Figure 1. Pin map (run 1).
(3 px per um) Pins as bars across the die edge, other pins in grey.
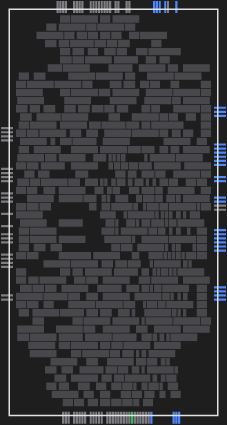
Figure 2. Clock routing (run 1).
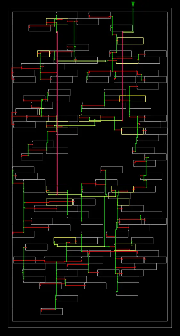
Figure 3. Clock distribution (run 1).
(6 px per um)
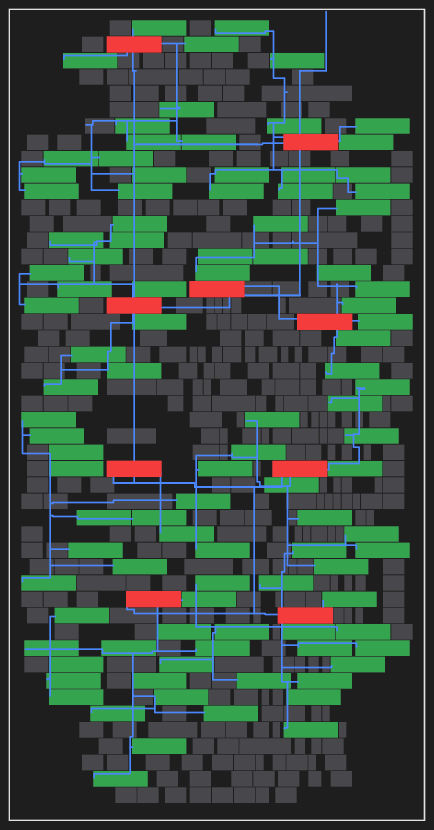
**config.mk**
```make
export PLATFORM = sky130hd
export DESIGN_NAME = adder_seq_word
export DESIGN_NICKNAME = d
export VERILOG_FILES = /design/src/rtl/adder_seq_word_pkg.sv /design/src/rtl/adder8.sv /design/src/rtl/adder_seq_word.sv
export SDC_FILE = /design/constraint.sdc
export NUM_CORES = 1
export LEC_CHECK = 0
export CAP_MARGIN = 20
export CORE_ASPECT_RATIO = 2
export CORE_MARGIN = 1.5
export CORE_UTILIZATION = 54
export CTS_CLUSTER_SIZE = 14
export DETAILED_ROUTE_END_ITERATION = 6
export PLACE_DENSITY = 0.94
export SKIP_LAST_GASP = 1
export SLEW_MARGIN = 15
export SYNTH_ARGS = -nofsm -noshare
export SYNTH_HDL_FRONTEND = slang
export SYNTH_HIERARCHICAL = 1
export SYNTH_SLANG_ARGS = --single-unit
```
**constraint.sdc**
```tcl
create_clock -name clk -period 9.2 [get_ports clk]
set_input_delay 2.3 -clock clk [delete_from_list [all_inputs] [get_ports clk]]
set_output_delay 2.3 -clock clk [all_outputs]
set_load 0.02 [all_outputs]
```
**src/rtl/adder_seq_word_pkg.sv**
```systemverilog
// Shared constants and FSM state type for the byte-serial word adder.
package adder_seq_word_pkg;

    localparam int unsigned SLICE_W    = 8;
    localparam int unsigned NBYTES_DEF = 4;

    typedef enum logic [1:0] {
        IDLE = 2'd0,
        RUN  = 2'd1,
        DONE = 2'd2
    } state_t;

endpackage

```
**src/rtl/adder8.sv**
```systemverilog
// Combinational 8-bit carry-lookahead adder: every carry is expanded
// directly from generate/propagate terms rather than rippled.
module adder8
    import adder_seq_word_pkg::*;
(
    input  logic [SLICE_W-1:0] i_a,
    input  logic [SLICE_W-1:0] i_b,
    input  logic               i_cin,
    output logic [SLICE_W-1:0] o_sum,
    output logic               o_cout
);

    logic [SLICE_W-1:0] w_g;
    logic [SLICE_W-1:0] w_p;
    logic [SLICE_W:0]   w_c;
    logic               w_run;
    logic               w_prop;

    always_comb begin
        w_g    = i_a & i_b;
        w_p    = i_a ^ i_b;
        w_c    = '0;
        w_run  = 1'b0;
        w_prop = 1'b0;
        w_c[0] = i_cin;
        // c[i+1] = g[i] | p[i]g[i-1] | ... | p[i..0]cin
        for (int unsigned i = 0; i < SLICE_W; i++) begin
            w_run  = w_g[i];
            w_prop = w_p[i];
            for (int unsigned j = i; j > 0; j--) begin
                w_run  = w_run | (w_prop & w_g[j-1]);
                w_prop = w_prop & w_p[j-1];
            end
            w_c[i+1] = w_run | (w_prop & i_cin);
        end
    end

    assign o_sum  = w_p ^ w_c[SLICE_W-1:0];
    assign o_cout = w_c[SLICE_W];

endmodule

```
**src/rtl/adder_seq_word.sv**
```systemverilog
// Word adder that processes one 8-bit slice per cycle through a single
// adder8, with valid/ready handshakes on both operand and result sides.
module adder_seq_word
    import adder_seq_word_pkg::*;
#(
    parameter int unsigned NBYTES = NBYTES_DEF
) (
    input  logic                      clk,
    input  logic                      rst,
    input  logic                      in_valid,
    output logic                      in_ready,
    input  logic [SLICE_W*NBYTES-1:0] in_a,
    input  logic [SLICE_W*NBYTES-1:0] in_b,
    input  logic                      in_cin,
    output logic                      out_valid,
    input  logic                      out_ready,
    output logic [SLICE_W*NBYTES-1:0] out_sum,
    output logic                      out_cout,
    output logic                      out_ovf,
    output logic                      busy
);

    localparam int unsigned W        = SLICE_W * NBYTES;
    localparam int unsigned IDX_W    = (NBYTES > 1) ? $clog2(NBYTES) : 1;
    localparam logic [IDX_W-1:0] LAST_IDX = IDX_W'(NBYTES - 1);

    state_t             r_state;
    state_t             w_next;
    logic [W-1:0]       r_a;
    logic [W-1:0]       r_b;
    logic [W-1:0]       r_sum;
    logic               r_carry;
    logic [IDX_W-1:0]   r_idx;

    logic [31:0]        w_base;
    logic [SLICE_W-1:0] w_sa;
    logic [SLICE_W-1:0] w_sb;
    logic [SLICE_W-1:0] w_ss;
    logic               w_co;
    logic               w_accept;
    logic               w_last;

    assign w_base   = 32'(r_idx) * SLICE_W;
    assign w_sa     = r_a[w_base +: SLICE_W];
    assign w_sb     = r_b[w_base +: SLICE_W];
    assign w_last   = (r_idx == LAST_IDX);
    assign w_accept = in_valid & in_ready;

    adder8 u_adder8 (
        .i_a    (w_sa),
        .i_b    (w_sb),
        .i_cin  (r_carry),
        .o_sum  (w_ss),
        .o_cout (w_co)
    );

    always_comb begin
        w_next = r_state;
        case (r_state)
            IDLE:    if (in_valid) w_next = RUN;
            RUN:     if (w_last) w_next = DONE;
            DONE:    if (out_ready) w_next = IDLE;
            default: w_next = IDLE;
        endcase
    end

    always_ff @(posedge clk or posedge rst) begin
        if (rst) begin
            r_state <= IDLE;
            r_a     <= '0;
            r_b     <= '0;
            r_sum   <= '0;
            r_carry <= 1'b0;
            r_idx   <= '0;
        end else begin
            r_state <= w_next;
            case (r_state)
                IDLE: begin
                    if (w_accept) begin
                        r_a     <= in_a;
                        r_b     <= in_b;
                        r_carry <= in_cin;
                        r_idx   <= '0;
                    end
                end
                RUN: begin
                    r_sum[w_base +: SLICE_W] <= w_ss;
                    r_carry                  <= w_co;
                    // Index parks on the last slice; the FSM leaves RUN here.
                    if (!w_last) r_idx <= r_idx + IDX_W'(1);
                end
                default: ;
            endcase
        end
    end

    assign in_ready  = (r_state == IDLE) & ~rst;
    assign out_valid = (r_state == DONE);
    assign busy      = (r_state != IDLE);
    assign out_sum   = r_sum;
    assign out_cout  = r_carry;
    assign out_ovf   = (r_a[W-1] == r_b[W-1]) & (r_sum[W-1] != r_a[W-1]);

endmodule

```
==> run summary, run 1 <==
flow finished, numbers: layout net count 527, register area between 0.002 and 0.003 mm^2, fill count between 500 and 600, worst r2r dst out_sum[11]$_DFFE_PP0P_, Hold Path End out_sum[14]$_DFFE_PP0P_, Worst R2R Path Depth 9, drt total wl 10800 um, Final Hold Vio Count 0, GR Util met3 5.33%, MUX area fraction around a quarter, largest net degree at the start of global routing ~67, first-pass GRT wire length 17100 um, Seq area share between 40% and 50%, Routed Antenna Nets 0, clock buffer depth 2, Placer Congestion 0.886, Initial Util 55.1%, CTS Hold Buffers Added 0, relative slew slack 35.7%, switching portion of total power 39.9%, Tmin final ~6 ns, initial antenna violation count 0, Top-Level Pins roughly 110, Cells after Synth between 300 and 400, sequential power share between 30 and 40%, most frequent CP cell clkdlybuf4s50_1, vias after detailed routing around 3200, vias in the first global route 3456, Slew Viols, Final 0, Yosys reg bits a little over 100, clock sink total 101, period utilisation layout 63.9%, H-tree levels 3, Cell Type Count a little over 40, GRT busiest layer met2, Sum Neg Setup Slack 0 ns, Mapped Avg Cell Area between 10 and 15 um^2, final core utilization 72.2%, # Taps ~100, Pwr per Cell Area ~420 mW/mm^2, number of non-clock buffers 108, Peak VDD IR roughly 230 uV, number of cells in Yosys stat between 300 and 400, met1 Resource Use GR about a quarter, number of enable flip-flop cells 0, Clock Pin Slew Worst Setup and Hold Paths roughly 0.070 ns, cell chain of the critical path clkdlybuf4s50_1 -> nor2_1 -> clkdlybuf4s50_1, Worst setup SP type input port, RSZ-0062 raised after global routing false, CTS tree built, synthesis-to-layout area growth 31.0%, Top non-seq family multiplexers, Slowest cell on crit path clkdlybuf4s50_1, Logic pwr share 52.4%, Comb area share roughly a third, post-route DRC violation count 0, post-synth net total 423, hpwl dp slightly above 8000 um, routed wl met3 around 360 um, met2 routed WL ~6400 um, Mapped Area around 0.0047 mm^2, NetSw around 0.001 W, P_comb between 0.001 and 0.0015 W, status completed, Log Warnings 31, worst hold path type reg2reg
-- Figure 1 (at the start) --
Green is in_ready, pins 1, direction output, edge bottom. Blue is out_sum, pins 32, direction output, edge 23 right, 5 top, 4 bottom.
All pins by edge: 33 bottom, 26 top, 25 right, 22 left.
# port buffers: 105
Die H: 135 um
width of the die: 69.0 um

-- Figure 2 (at the start) --
worst skew pair latency: 0.35 ns
flip-flops: 101
number of clock buffers inserted by TritonCTS: 9
clock skew: 0.0122 ns

-- Figure 3 (at the start) --
Blue is clock wires, length 1100 um. Red is clock drivers, count 9. Green is flip-flops, count 101.
Position of the flops: widely spread. There are 10 routed clock nets.
clock group power: 0.000437 W
Clk pwr share: 16.9%

-- run 1: worst max-delay path: cells and delay by family --
| kind | cells | cell delay, ns |
|---|---|---|
| and+or+nand+nor | 1 | 0.15 |
| buffers and inverters | 2 | 1.13 |
-- run 1: Yosys cell counts, types with 2 or more instances --
cell type  count  area (um^2)
mux4_2        16          360
buf_6          2         22.5
buf_2          6         30.0
nand3_1        2         10.0
o31ai_1        4         30.0
a22o_1        17          149
dfrtp_1      101         2530
buf_4          3         22.5
nor4b_4        2         47.6
nor2_1        11         41.3
ha_1          14          175
xnor2_1        4         35.0
nand3b_1       4         30.0
xor2_1         2         17.5
o21ai_0       15         75.1
mux2_2        65          732
a21oi_1        3         15.0
inv_1         11         41.3
mux2i_1        2         20.0
nand2_1       31          116
a21o_1         2         15.0
clkbuf_1       2         7.51
nand2b_1       2         12.5
-- run 1: metrics by stage --
step	power (W)	area, um^2	std cells	worst slack [ns]	hold slack, ns
floorplan	0.00170	4700	339	4.25	0.475
global placement	0.00206	5810	532	3.34	0.460
detailed placement	0.00213	5810	532	3.31	0.471
CTS	0.00257	6160	547	3.31	0.486
global route	0.00272	6160	547	3.28	0.512
finish	0.00258	6160	547	3.32	0.487
-- run 1: sequential cells by signal (all words and copies together) (netlist names) --
| register | flops |
|---|---|
| out_sum | 32 |
| r_a | 32 |
| r_b | 32 |
| out_cout | 1 |
| r_state | 2 |
| r_idx | 2 |
-- run 1: logic make-up after synthesis --
kind of cell / count (synthesis)
DFF: 101
muxes: 83
and+or+nand+nor: 62
AOI/OAI and AO/OA: 46
buffers and inverters: 26
adders and majority gates: 15
xor gates and xnor gates: 6
--- run 2 (diff from run 1) ---
--- a/config.mk
+++ b/config.mk
@@ -8,10 +8,10 @@
 export CAP_MARGIN = 20
 export CORE_ASPECT_RATIO = 2
 export CORE_MARGIN = 1.5
-export CORE_UTILIZATION = 54
+export CORE_UTILIZATION = 50
 export CTS_CLUSTER_SIZE = 14
 export DETAILED_ROUTE_END_ITERATION = 6
-export PLACE_DENSITY = 0.94
+export PLACE_DENSITY = 0.88
 export SKIP_LAST_GASP = 1
 export SLEW_MARGIN = 15
 export SYNTH_ARGS = -nofsm -noshare
==> constraint.sdc (replaced) <==
create_clock -name clk -period 5.58 [get_ports clk]
set_input_delay 1.395 -clock clk [delete_from_list [all_inputs] [get_ports clk]]
set_output_delay 1.395 -clock clk [all_outputs]
set_load 0.02 [all_outputs]
Figure 4. Clock routing (run 2).
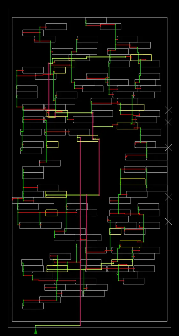
clock buffers: 13
clock skew: 0.00477 ns
clock group power: 0.000699 W
clock sink total: 101

==> run summary, run 2 <==
flow finished, numbers: status finished with violations (was completed), failing checks DRC, worst skew pair latency 0.35 ns (about the same), Yosys reg bits 101 (unchanged), Reg2Reg Launch Point r_idx[0]$_DFFE_PP0P_ (unchanged), synth warn 6 (unchanged), DRT iter0 DRCs 146 (was 162), Placer Congestion 0.783 (was 0.886), worst path bufs/invs 2 (unchanged), cell chain of the critical path clkdlybuf4s50_1 -> nor2_1 -> clkdlybuf4s50_1 (unchanged), Log Warnings 31 (unchanged), Slowest cell on crit path clkdlybuf4s50_1 (unchanged), Top-Level Pins 106 (unchanged), CTS tree built (unchanged), fmax 246 MHz, Area leader share 53.8% (unchanged), GRT Overall Usage 22.6% (was 25.6%), Routed Antenna Nets 0 (unchanged), crit path DAT 2.67 ns (was 3.58 ns), Avg Vias per Cell 5.79 (was 5.84), synthesis-to-layout area growth 31.0% (unchanged), WP depth 3 (unchanged), worst hold start out_sum[30]$_DFFE_PP0P_ (was out_sum[14]$_DFFE_PP0P_), Sum Neg Setup Slack 0 ns (unchanged), WS Path Type in2out (unchanged), crit path from rst (unchanged), H-tree levels 3 (unchanged), Worst R2R Path Depth 9 (unchanged), Tmin final just over 4 ns, Cells after Synth 339 (unchanged), # port buffers 105 (unchanged), ys async rst share 100% (unchanged), Mapped Avg Cell Area 13.9 um^2 (unchanged), Pwr per Cell Area 690 mW/mm^2 (was 419 mW/mm^2), Avg WL per Cell 19.1 um (was 19.7 um), crit path DRT 4.18 ns (was 6.90 ns), GRT overflow 0 (unchanged), Peak VDD IR 338 uV (was 232 uV), most numerous logic cell after layout clkdlybuf4s50_1 (unchanged), post-synth net total 423 (unchanged), # Max-Cap Violations 0 (unchanged), core box area 0.00907 mm^2 (was 0.00853 mm^2), worst r2r dst out_sum[31]$_DFFE_PP0P_ (was out_sum[11]$_DFFE_PP0P_), Power Internal 0.00253 W (was 0.00155 W), Crit. End Element output pin (unchanged), worst-path maximum fanout 3 (unchanged), Cell area leaders dfrtp_1, mux2_2, mux4_2 (unchanged), number of antenna diodes 0 (unchanged), flop-to-flop setup slack 2.04 ns (was 5.61 ns), initial antenna violation count 0 (unchanged), DP Cell Count 534 (was 532), Tightest Pin Transition 0.984 ns (was 0.952 ns), post-CTS sizing 0 (unchanged), prevailing post-synth register cell dfrtp_1 (unchanged), Cell Type Count 41 (unchanged), clock buffer depth 2 (unchanged), post-route DRC violation count 5 (was 0), most frequent CP cell clkdlybuf4s50_1 (unchanged), Mapped Area 0.00470 mm^2 (unchanged), FP Rows 49 (was 48), Final Hold Vio Count 0 (unchanged), relative slew slack 33.5% (was 35.7%), Root Buffer clkbuf_16 (unchanged), CP max stage delay 0.61 ns (was 0.62 ns), Clock Pin Slew Worst Setup and Hold Paths 0.06 ns (was 0.07 ns), Seq/Total Area, Yosys 53.8% (unchanged), Slew Viols, Final 0 (unchanged), vias in the first global route 3575 (was 3456), Die H 140 um (was 135 um), number of clock buffers inserted by TritonCTS 9 (unchanged), family with the most delay on the worst path buffers and inverters (unchanged), hpwl dp 7770 um (was 8220 um), layout net count 527 (unchanged), Synth top cells by count dfrtp_1, mux2_2, nand2_1, a22o_1, mux4_2 (unchanged), drt first pass iters 7 (was 4), Final setup viols 0 (unchanged), Hold Path End out_sum[30]$_DFFE_PP0P_ (was out_sum[14]$_DFFE_PP0P_), most numerous cell in the Yosys netlist dfrtp_1 (unchanged), Logic pwr share 52.7% (was 52.4%), number of enable flip-flop cells 0 (unchanged), period utilisation layout roughly 73%, drt total wl 10500 um (was 10800 um), Worst setup SP type input port (unchanged), vias after detailed routing 3187 (was 3193), postcts setup bufs 0 (unchanged), RSZ-0062 raised after global routing false (unchanged), leading area contributor after synthesis dfrtp_1 (unchanged), most frequent cells in the layout clkdlybuf4s50_1, dfrtp_1, mux2_2, nand2_1, a22o_1 (unchanged), worst hold path type reg2reg (unchanged), Initial Util 51.8% (was 55.1%), CTS Hold Buffers Added 0 (unchanged), Leak 2.61 nW (about the same), width of the die 71.6 um (was 69.0 um), number of cells in Yosys stat 339 (unchanged), NetSw 0.00171 W (was 0.00103 W), die area 0.0100 mm^2 (was 0.00931 mm^2), Clk pwr share 16.5% (was 16.9%), crit path capture in_ready (unchanged), first-pass GRT wire length 17100 um (about the same), largest net degree at the start of global routing 81 (was 67), Layout Cells excl Fill 550 (was 547), sequential power share 30.9% (was 30.7%), Hold Path Depth 2 (unchanged), switching portion of total power 40.3% (was 39.9%), YS chip area 0.00470 mm^2 (unchanged), layout cells sized above 1 24.3% (was 24.2%), Fin Hold WS 0.476 ns (was 0.487 ns)
Figure 5. Cells coloured by class (run 2).
(4 px per um) Fill, decap, tap and diode cells in grey.
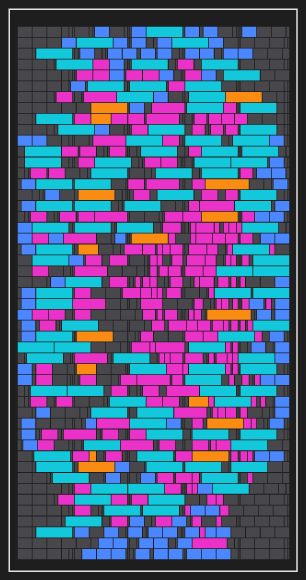
Orange is clock drivers and dummy loads, cells 16. Cyan is sequential cells, cells 101. Blue is remaining buffers and delay cells, cells 108. Magenta is combinational and other logic, cells 223.
final core utilization: 67.9%
Finished Cell Area: 0.00616 mm^2

[run 2: area by class of cell]
| class | count | area (um^2) |
|---|---|---|
| repair buffers | 108 | 1070 |
| clock buffers | 13 | 280 |
| clock inverters | 3 | 65.1 |
| inverters | 11 | 43.8 |
| flip-flops and latches | 101 | 2530 |
| well taps | 102 | 128 |
| fillers | 639 | 2920 |
| multi-input cells | 212 | 2040 |
[run 2: through the flow]
step                area [um^2]  setup slack [ns]  power [W]
detailed placement         5810              1.51    0.00351
floorplan                  4700              1.54    0.00280
finish                     6160              1.51    0.00425
global route               6160              1.47    0.00449
CTS                        6160              1.50    0.00423
global placement           5810              1.52    0.00342
[run 2: power by group through the flow]
stage	sequential [W]	combinational [W]	clock, W
detailed placement	0.00132	0.00219	0
floorplan	0.00129	0.00151	0
finish	0.00131	0.00224	0.000699
global route	0.00136	0.00239	0.000743
CTS	0.00131	0.00221	0.000710
global placement	0.00130	0.00213	0
[run 2: logic make-up after synthesis]
kind of cell / share of synthesized area, %
multiplexers: 23.7
flip-flops: 53.8
adder cells (fa/ha/maj): 4.15
AND/OR/NAND/NOR: 7.35
buffers and inverters: 2.82
XOR/XNOR: 1.12
AND-OR/OR-AND: 7.11
[run 2: metal layers]
layer	global-route usage (%)	vias up	routed length (um)	share of wire, %
met5	0	-	0	0
met4	12.4	0	460	4.4
met3	5.04	35	391	3.7
met2	42.0	106	6060	58
met1	22.4	1610	3590	34
li1	-	1436	-	-
[run 2: tightest hold or removal path, cell delays in order (launching register included)]
cell and delay (ns):
dfrtp_1 0.34, nand2_1 0.04, o21ai_0 0.06
No activity file was given, so power comes from the tool's default toggle rates.
